Run 1, layout detail:
Bar = 5 um. Window x 39 to 59, y 50 to 70 um. Cells in grey, sequential cells in the stronger grey; small squares are vias.
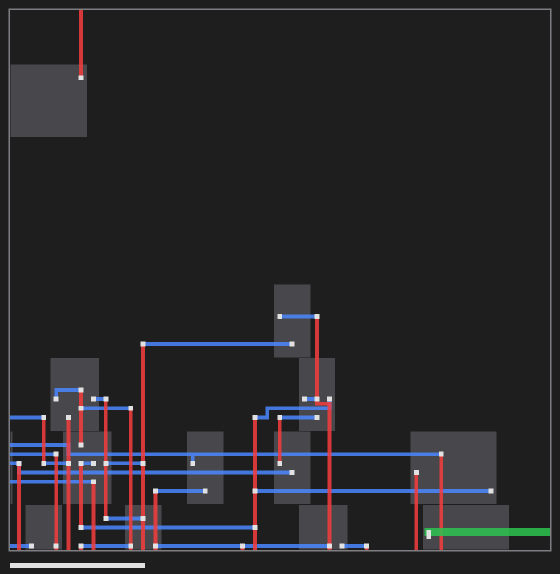
Run 1, track usage over the die:
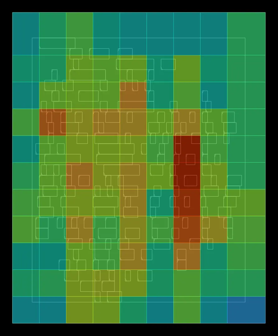
Run 1, M1 wires:
Bar = 20 um. Cells faint in the background.
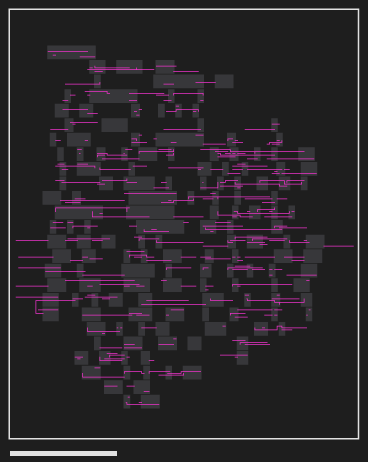
Run 1, signal metal coverage by tile:
13 x 16 tiles, from white (low) to dark blue (high), scaled to the fullest tile. Values are wire area over tile area, all layers added.
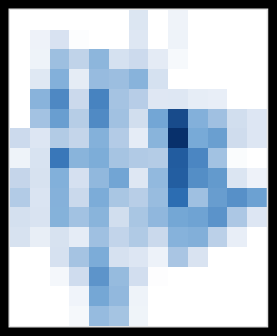
### src/rtl/pc_cond_pkg.sv
// Shared constants for the PC-select / condition-gating block: ARM condition
// codes, NZCV bit positions and flag-write enable bit positions.
package pc_cond_pkg;

    localparam logic [3:0] COND_EQ = 4'h0;
    localparam logic [3:0] COND_NE = 4'h1;
    localparam logic [3:0] COND_CS = 4'h2;
    localparam logic [3:0] COND_CC = 4'h3;
    localparam logic [3:0] COND_MI = 4'h4;
    localparam logic [3:0] COND_PL = 4'h5;
    localparam logic [3:0] COND_VS = 4'h6;
    localparam logic [3:0] COND_VC = 4'h7;
    localparam logic [3:0] COND_HI = 4'h8;
    localparam logic [3:0] COND_LS = 4'h9;
    localparam logic [3:0] COND_GE = 4'hA;
    localparam logic [3:0] COND_LT = 4'hB;
    localparam logic [3:0] COND_GT = 4'hC;
    localparam logic [3:0] COND_LE = 4'hD;
    localparam logic [3:0] COND_AL = 4'hE;
    localparam logic [3:0] COND_NV = 4'hF;

    localparam int FLAG_N = 3;
    localparam int FLAG_Z = 2;
    localparam int FLAG_C = 1;
    localparam int FLAG_V = 0;

    localparam int FW_NZ = 1;
    localparam int FW_CV = 0;

endpackage

### src/rtl/pc_cond_ctrl_cond_check.sv
// Combinational ARM condition-code evaluator: cond field + registered NZCV -> pass.
module cond_check
    import pc_cond_pkg::*;
(
    input  logic [3:0] cond,
    input  logic [3:0] flags,
    output logic       cond_ex
);

    logic n, z, c, v;

    always_comb begin
        n = flags[FLAG_N];
        z = flags[FLAG_Z];
        c = flags[FLAG_C];
        v = flags[FLAG_V];
        cond_ex = 1'b0;
        case (cond)
            COND_EQ: cond_ex = z;
            COND_NE: cond_ex = ~z;
            COND_CS: cond_ex = c;
            COND_CC: cond_ex = ~c;
            COND_MI: cond_ex = n;
            COND_PL: cond_ex = ~n;
            COND_VS: cond_ex = v;
            COND_VC: cond_ex = ~v;
            COND_HI: cond_ex = c & ~z;
            COND_LS: cond_ex = ~c | z;
            COND_GE: cond_ex = (n == v);
            COND_LT: cond_ex = (n != v);
            COND_GT: cond_ex = ~z & (n == v);
            COND_LE: cond_ex = z | (n != v);
            COND_AL: cond_ex = 1'b1;
            default: cond_ex = 1'b0;
        endcase
    end

endmodule

### src/rtl/pc_cond_ctrl.sv
// PC-source select with registered NZCV flags, condition gating and a post-redirect
// squash window. Define PC_COND_STATS_EN to add saturating taken/squash counters.
module pc_cond_ctrl
    import pc_cond_pkg::*;
#(
    parameter int REG_ADDR_W   = 4,
    parameter int PC_REG       = 15,
    parameter int FLUSH_CYCLES = 2,
    parameter int CNT_W        = 16
) (
    input  logic                  clk,
    input  logic                  rst_n,
    input  logic                  instr_valid,
    input  logic [3:0]            cond,
    input  logic [3:0]            alu_flags,
    input  logic [1:0]            flag_w,
    input  logic [REG_ADDR_W-1:0] rd,
    input  logic                  reg_w,
    input  logic                  mem_w,
    input  logic                  branch,
    output logic                  cond_ex,
    output logic                  pc_src,
    output logic                  reg_write,
    output logic                  mem_write,
    output logic                  flush,
    output logic                  flush_active,
    output logic [3:0]            flags_q
`ifdef PC_COND_STATS_EN
    ,
    output logic [CNT_W-1:0]      taken_cnt,
    output logic [CNT_W-1:0]      squash_cnt
`endif
);

    localparam logic [REG_ADDR_W-1:0] PC_IDX   = REG_ADDR_W'(PC_REG);
    localparam logic [3:0]            FLUSH_LD = 4'(FLUSH_CYCLES);

    logic       ex;
    logic [3:0] flags_d;
    logic [3:0] cnt_q, cnt_d;

    cond_check u_cond_check (
        .cond    (cond),
        .flags   (flags_q),
        .cond_ex (cond_ex)
    );

    // Gated outputs are forced low while reset is held so nothing leaks downstream.
    always_comb begin
        flush_active = (cnt_q != 4'd0);
        ex           = rst_n & instr_valid & cond_ex & ~flush_active;
        pc_src       = ex & (((rd == PC_IDX) & reg_w) | branch);
        reg_write    = ex & reg_w;
        mem_write    = ex & mem_w;
        flush        = pc_src;

        flags_d = flags_q;
        if (ex && flag_w[FW_NZ]) begin
            flags_d[FLAG_N] = alu_flags[FLAG_N];
            flags_d[FLAG_Z] = alu_flags[FLAG_Z];
        end
        if (ex && flag_w[FW_CV]) begin
            flags_d[FLAG_C] = alu_flags[FLAG_C];
            flags_d[FLAG_V] = alu_flags[FLAG_V];
        end

        cnt_d = cnt_q;
        if (pc_src) begin
            cnt_d = FLUSH_LD;
        end else if (cnt_q != 4'd0) begin
            cnt_d = cnt_q - 4'd1;
        end
    end

    always_ff @(posedge clk or negedge rst_n) begin
        if (!rst_n) begin
            flags_q <= 4'b0000;
            cnt_q   <= 4'd0;
        end else begin
            flags_q <= flags_d;
            cnt_q   <= cnt_d;
        end
    end

`ifdef PC_COND_STATS_EN
    logic [CNT_W-1:0] taken_cnt_q, taken_cnt_d;
    logic [CNT_W-1:0] squash_cnt_q, squash_cnt_d;

    always_comb begin
        taken_cnt_d = taken_cnt_q;
        if (pc_src && (taken_cnt_q != {CNT_W{1'b1}})) begin
            taken_cnt_d = taken_cnt_q + 1'b1;
        end
        squash_cnt_d = squash_cnt_q;
        if (instr_valid && flush_active && (squash_cnt_q != {CNT_W{1'b1}})) begin
            squash_cnt_d = squash_cnt_q + 1'b1;
        end
    end

    always_ff @(posedge clk or negedge rst_n) begin
        if (!rst_n) begin
            taken_cnt_q  <= '0;
            squash_cnt_q <= '0;
        end else begin
            taken_cnt_q  <= taken_cnt_d;
            squash_cnt_q <= squash_cnt_d;
        end
    end

    assign taken_cnt  = taken_cnt_q;
    assign squash_cnt = squash_cnt_q;
`endif

endmodule

### config.mk
export PLATFORM = sky130hd
export DESIGN_NAME = pc_cond_ctrl
export DESIGN_NICKNAME = d
export VERILOG_FILES = /design/src/rtl/pc_cond_pkg.sv /design/src/rtl/pc_cond_ctrl_cond_check.sv /design/src/rtl/pc_cond_ctrl.sv
export SDC_FILE = /design/constraint.sdc
export NUM_CORES = 1
export LEC_CHECK = 0
export ABC_AREA = 1
export CAP_MARGIN = 25
export CELL_PAD_IN_SITES_DETAIL_PLACEMENT = 2
export CELL_PAD_IN_SITES_GLOBAL_PLACEMENT = 2
export CORE_AREA = 5 5 60 75
export DETAILED_ROUTE_END_ITERATION = 8
export DIE_AREA = 0 0 65 80
export GPL_ROUTABILITY_DRIVEN = 0
export PLACE_DENSITY = 0.81
export SLEW_MARGIN = 20
export SYNTH_ARGS = -nofsm -noshare
export SYNTH_HDL_FRONTEND = slang
export SYNTH_SLANG_ARGS = --single-unit
### constraint.sdc
create_clock -name clk -period 2.02 [get_ports clk]
set_input_delay 0.202 -clock clk [delete_from_list [all_inputs] [get_ports clk]]
set_output_delay 0.202 -clock clk [all_outputs]
set_load 0.005 [all_outputs]
==> qor.yml, run 1 <==
mux_area_share_pct: 0
yosysCellCount: 111
layout-drive-gt1-share_pct: 29.0
tool_warnings: 27
yosysWarnings: 0
cts_repair_resize_count: 19
syn_area_um2: 706
yosys.area_share.aoi_pct: 4.96
cpMostUsedCell: "nand2_1"
nNetsFinal: 179
slowest_delay_ns: 0.44
slew_headroom_pct: 83.0
start_kind: "flop"
lay_top_cells: "35 x nand2_1, 19 x clkdlybuf4s50_1, 13 x buf_4, 12 x inv_1, 10 x inv_2"
root_buffer: "clkbuf_8"
slowest_stage: "dfrtp_2"
top_cells_by_count: "37 x nand2_1, 16 x inv_1, 11 x nor2_1"
antenna_found_initial: 0
status: "finished, final reports clean"
finalHoldViolations: 0
hpwl_um: 2280
top_layer: "met4"
combPwrFrac_pct: 54.8
inverters: 23
cp_top_family: "simple AND/OR/NAND/NOR gates"
crit_chain: "inv_2, nand2_2, nand3_1, nand2_1, nand2_1, nand2_2, nor2_4, nand2_4, nand2_1, nor2_1, dlygate4sd2_1"
switching_power_w: 0.000445
clock_path_buffers: 2
fp_nets: 133
comb_cell_power_w: 0.000611
seq_power_w: 0.000309
r2r_setup_slack_ns: 0.40
numCtsBuffers: 3
path_buffers: 2
clkCellAreaFrac_pct: 3.48
drt_first_pass_iters: 2
comb_area_um2: 430
crit_type: "reg2out"
path_depth: 11
clock_sinks: 8
dieWidth_um: 65
tritoncts: "done"
leakage_nw: 0.613
required_ns: 1.82
timing.rr.end: "flags_q[3]"
grt_pass1_vias: 1057
drc: 0
About 'layout detail':
layer	colour
met3	green
met1	blue
met2	red
cells with their middle in the window	12
sequential cells in the window	0
most frequent	inv_2 (3), nand2_1 (3), nand3_1 (3)

About 'track usage over the die':
GRT met3 Usage: 2.11%
Final Util: 31.8%
GRT met1 Usage: 10.3%
busiest grt layer: met2

About 'M1 wires':
main direction	horizontal
nets with wire on the layer	159
wire length on this layer	943 um
longest straight run	15.2 um
routed vias: 858
routed wire length: 2750 um

About 'signal metal coverage by tile':
densest ninth of the die	centre
fullest tile	0.37
tiles over half the peak	12%
nearly empty tiles	33%
Routed WL per cell: 14.1 um
gr usage total: 11.7%

==> run 1 -> run 2 <==
--- a/config.mk
+++ b/config.mk
@@ -7,13 +7,12 @@
 export LEC_CHECK = 0
 export ABC_AREA = 1
 export CAP_MARGIN = 25
-export CELL_PAD_IN_SITES_DETAIL_PLACEMENT = 2
-export CELL_PAD_IN_SITES_GLOBAL_PLACEMENT = 2
-export CORE_AREA = 5 5 60 75
+export CORE_AREA = 5 5 44 55
+export CTS_BUF_LIST = sky130_fd_sc_hd__clkbuf_16
 export DETAILED_ROUTE_END_ITERATION = 8
-export DIE_AREA = 0 0 65 80
+export DIE_AREA = 0 0 49 60
 export GPL_ROUTABILITY_DRIVEN = 0
-export PLACE_DENSITY = 0.81
+export PLACE_DENSITY = 0.82
 export SLEW_MARGIN = 20
 export SYNTH_ARGS = -nofsm -noshare
 export SYNTH_HDL_FRONTEND = slang
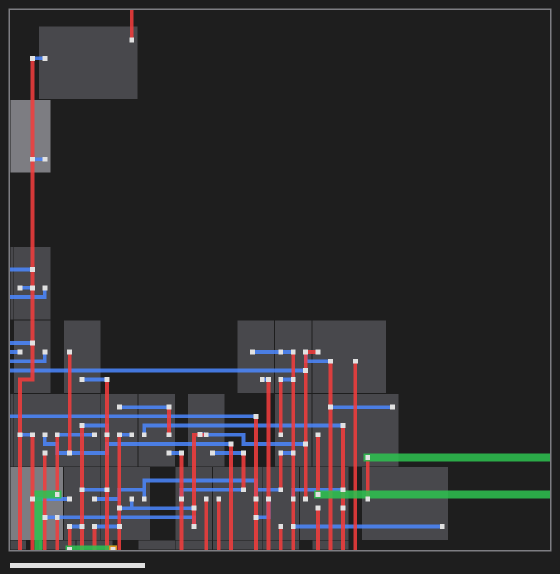
Run 2: layout detail
Bar = 5 um. Window x 27 to 47, y 35 to 55 um. Cells in grey, sequential cells in the stronger grey; small squares are vias.
layer	colour
met4	orange
met1	blue
met3	green
met2	red
sequential cells in the window	0
cells with their middle in the window	20
most frequent	nand2_1 (8)

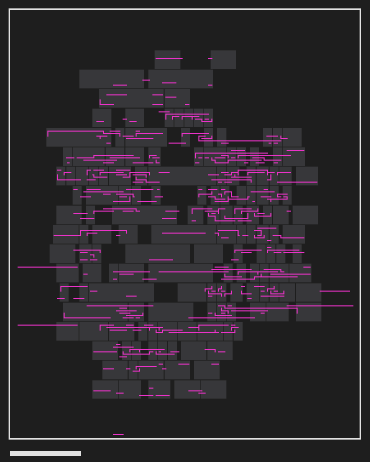
Run 2: M1 wires
Bar = 10 um. Cells faint in the background.
share of all routed wire	35%
main direction	horizontal
wire length on this layer	638 um
GRT met1 Usage: 12.6%
routed vias: 821
routed wire length: 1840 um

==> run 2 against run 1 <==
Effect of this change: global-route usage increased by 2.8 points; core utilization increased by 30 points; count of clock-buffer cells in the layout unchanged; critical endpoint is now flush_active; sequential power decreased by 2%; largest cell class unchanged; power increased by 8.9%; via count decreased by 4.3%; first-iteration DRC count increased by 9.1%.
==> qor.yml, run 2 <==
numCtsBuffers: 3  # unchanged
syn_area_um2: 706  # unchanged
path_buffers: 5  # +3
drt_first_pass_iters: 4  # +2
tritoncts: "done"
grt_pass1_vias: 844  # -20%
cp_top_family: "buffers and inverters"
nNetsFinal: 178  # -0.56%
top_layer: "met4"
required_ns: 1.82  # about the same
clock_path_buffers: 2  # unchanged
mux_area_share_pct: 0  # unchanged
comb_cell_power_w: 0.000581  # -4.9%
yosysCellCount: 111  # unchanged
crit_type: "reg2out"
timing.rr.end: "flags_q[0]"
crit_chain: "inv_2, ha_1, inv_1, nor3_4, inv_2, buf_4, clkdlybuf4s50_1"
hpwl_um: 1540  # -32%
status: "finished, final reports clean"
inverters: 23  # unchanged
slew_headroom_pct: 85.0  # +2.0 points
lay_top_cells: "37 x nand2_1, 20 x clkdlybuf4s50_1, 14 x inv_1, 12 x buf_4, 11 x nor2_1"
fp_nets: 133  # unchanged
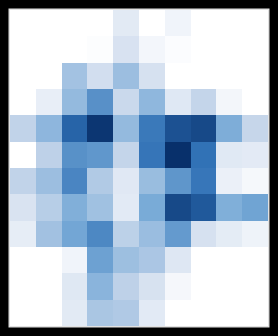
Run 2: signal metal coverage by tile
10 x 12 tiles, from white (low) to dark blue (high), scaled to the fullest tile. Values are wire area over tile area, all layers added.
densest ninth of the die	centre
nearly empty tiles	34%
fullest tile	0.41
tiles over half the peak	18%
emptiest ninth of the die	upper right
mean over tiles	0.10
Routed WL per cell: 10.6 um
gr usage total: 14.6%

==> run 2 -> run 3 <==
--- a/config.mk
+++ b/config.mk
@@ -17,3 +17,4 @@
 export SYNTH_ARGS = -nofsm -noshare
 export SYNTH_HDL_FRONTEND = slang
 export SYNTH_SLANG_ARGS = --single-unit
+export TNS_END_PERCENT = 20
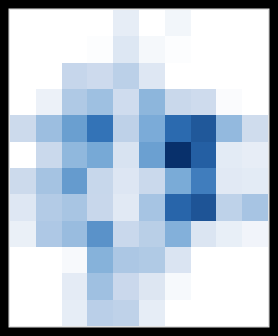
Run 3: signal metal coverage by tile
10 x 12 tiles, from white (low) to dark blue (high), scaled to the fullest tile. Values are wire area over tile area, all layers added.
emptiest ninth of the die	upper right
fullest tile	0.49
tiles over half the peak	11%
nearly empty tiles	34%
mean over tiles	0.10
gr usage total: 13.9%
Routed WL per cell: 10.7 um

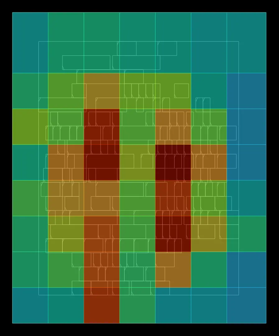
Run 3: track usage over the die
GRT met3 Usage: 2.74%
Final Util: 60.4%
GRT met2 Usage: 26.9%
GRT met1 Usage: 11.9%

==> run 3 against run 2 <==
Effect of this change: cell count fell by 2.3%; critical path type unchanged; final area fell by 2.7%; worst setup slack improved by 0.011 ns; highest routed layer unchanged; die size did not move; largest power group unchanged.
==> qor.yml, run 3 <==
status: "finished, final reports clean"
hold_ws_ns: 0.287
timing.rr.start: "flags_q[0]"
slew_headroom_pct: 84.9  # -0.14 points
clock_sinks: 8
comb_cell_power_w: 0.000523  # -10%
hpwl_um: 1540  # unchanged
layout-drive-gt1-share_pct: 20.7
lay_top_cells: "37 x nand2_1, 20 x clkdlybuf4s50_1, 14 x inv_1, 11 x nor2_1"
inverters: 23  # unchanged
initCoreUtil_pct: 37.3
cp_top_family: "simple AND/OR/NAND/NOR gates"
antenna_found_initial: 0
tritoncts: "done"
ios: 30
grt_pass1_vias: 815  # -3.4%
syn_area_um2: 706  # unchanged
diodes: 0
slowest_stage: "dfrtp_1"
io_buffer_count: 29
clock_path_buffers: 2  # unchanged
fp_nets: 133  # unchanged
post_cts_buffers: 0
drt_first_pass_iters: 4  # unchanged
finalPower_w: 0.00116
finalNonFillerCells: 170
crit_chain: "inv_1, nand2_1, nand3_1, nand2_1, nand2_1, nand2_2, nor2_4, nand2_4, buf_4, dlygate4sd2_1"
worst_slack_ns: 0.125
mux_area_share_pct: 0  # unchanged
register_area_um2: 200
path_buffers: 3  # -2
dieArea_um2: 2940
top_layer: "met4"
grt_max_degree: 9
crit_type: "reg2out"
grt_pass1_wl_um: 3130
nNetsFinal: 174  # -2.2%
dieWidth_um: 49
hp-class: "in2async"
yosysCellCount: 111  # unchanged
timing.rr.end: "flags_q[3]"
clk_latency_ns: 0.23
seq_power_w: 0.000306
yosys.area.top_type: "dfrtp_1"
required_ns: 1.82  # about the same
numCtsBuffers: 3  # unchanged
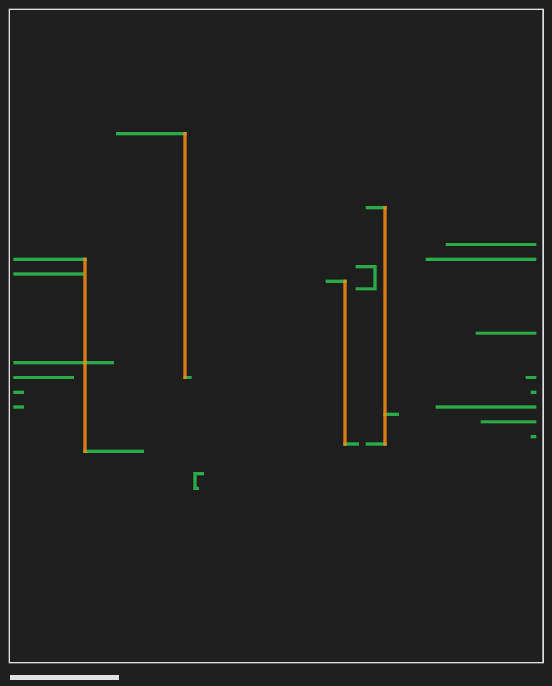
Run 3: wiring by layer
Bar = 10 um. Only two layers are drawn.
layer	colour	wire length
met4	orange	76.8 um
met3	green	92.9 um
routed wire length: 1810 um
routed vias: 816

Power and IR drop assume default switching activity.
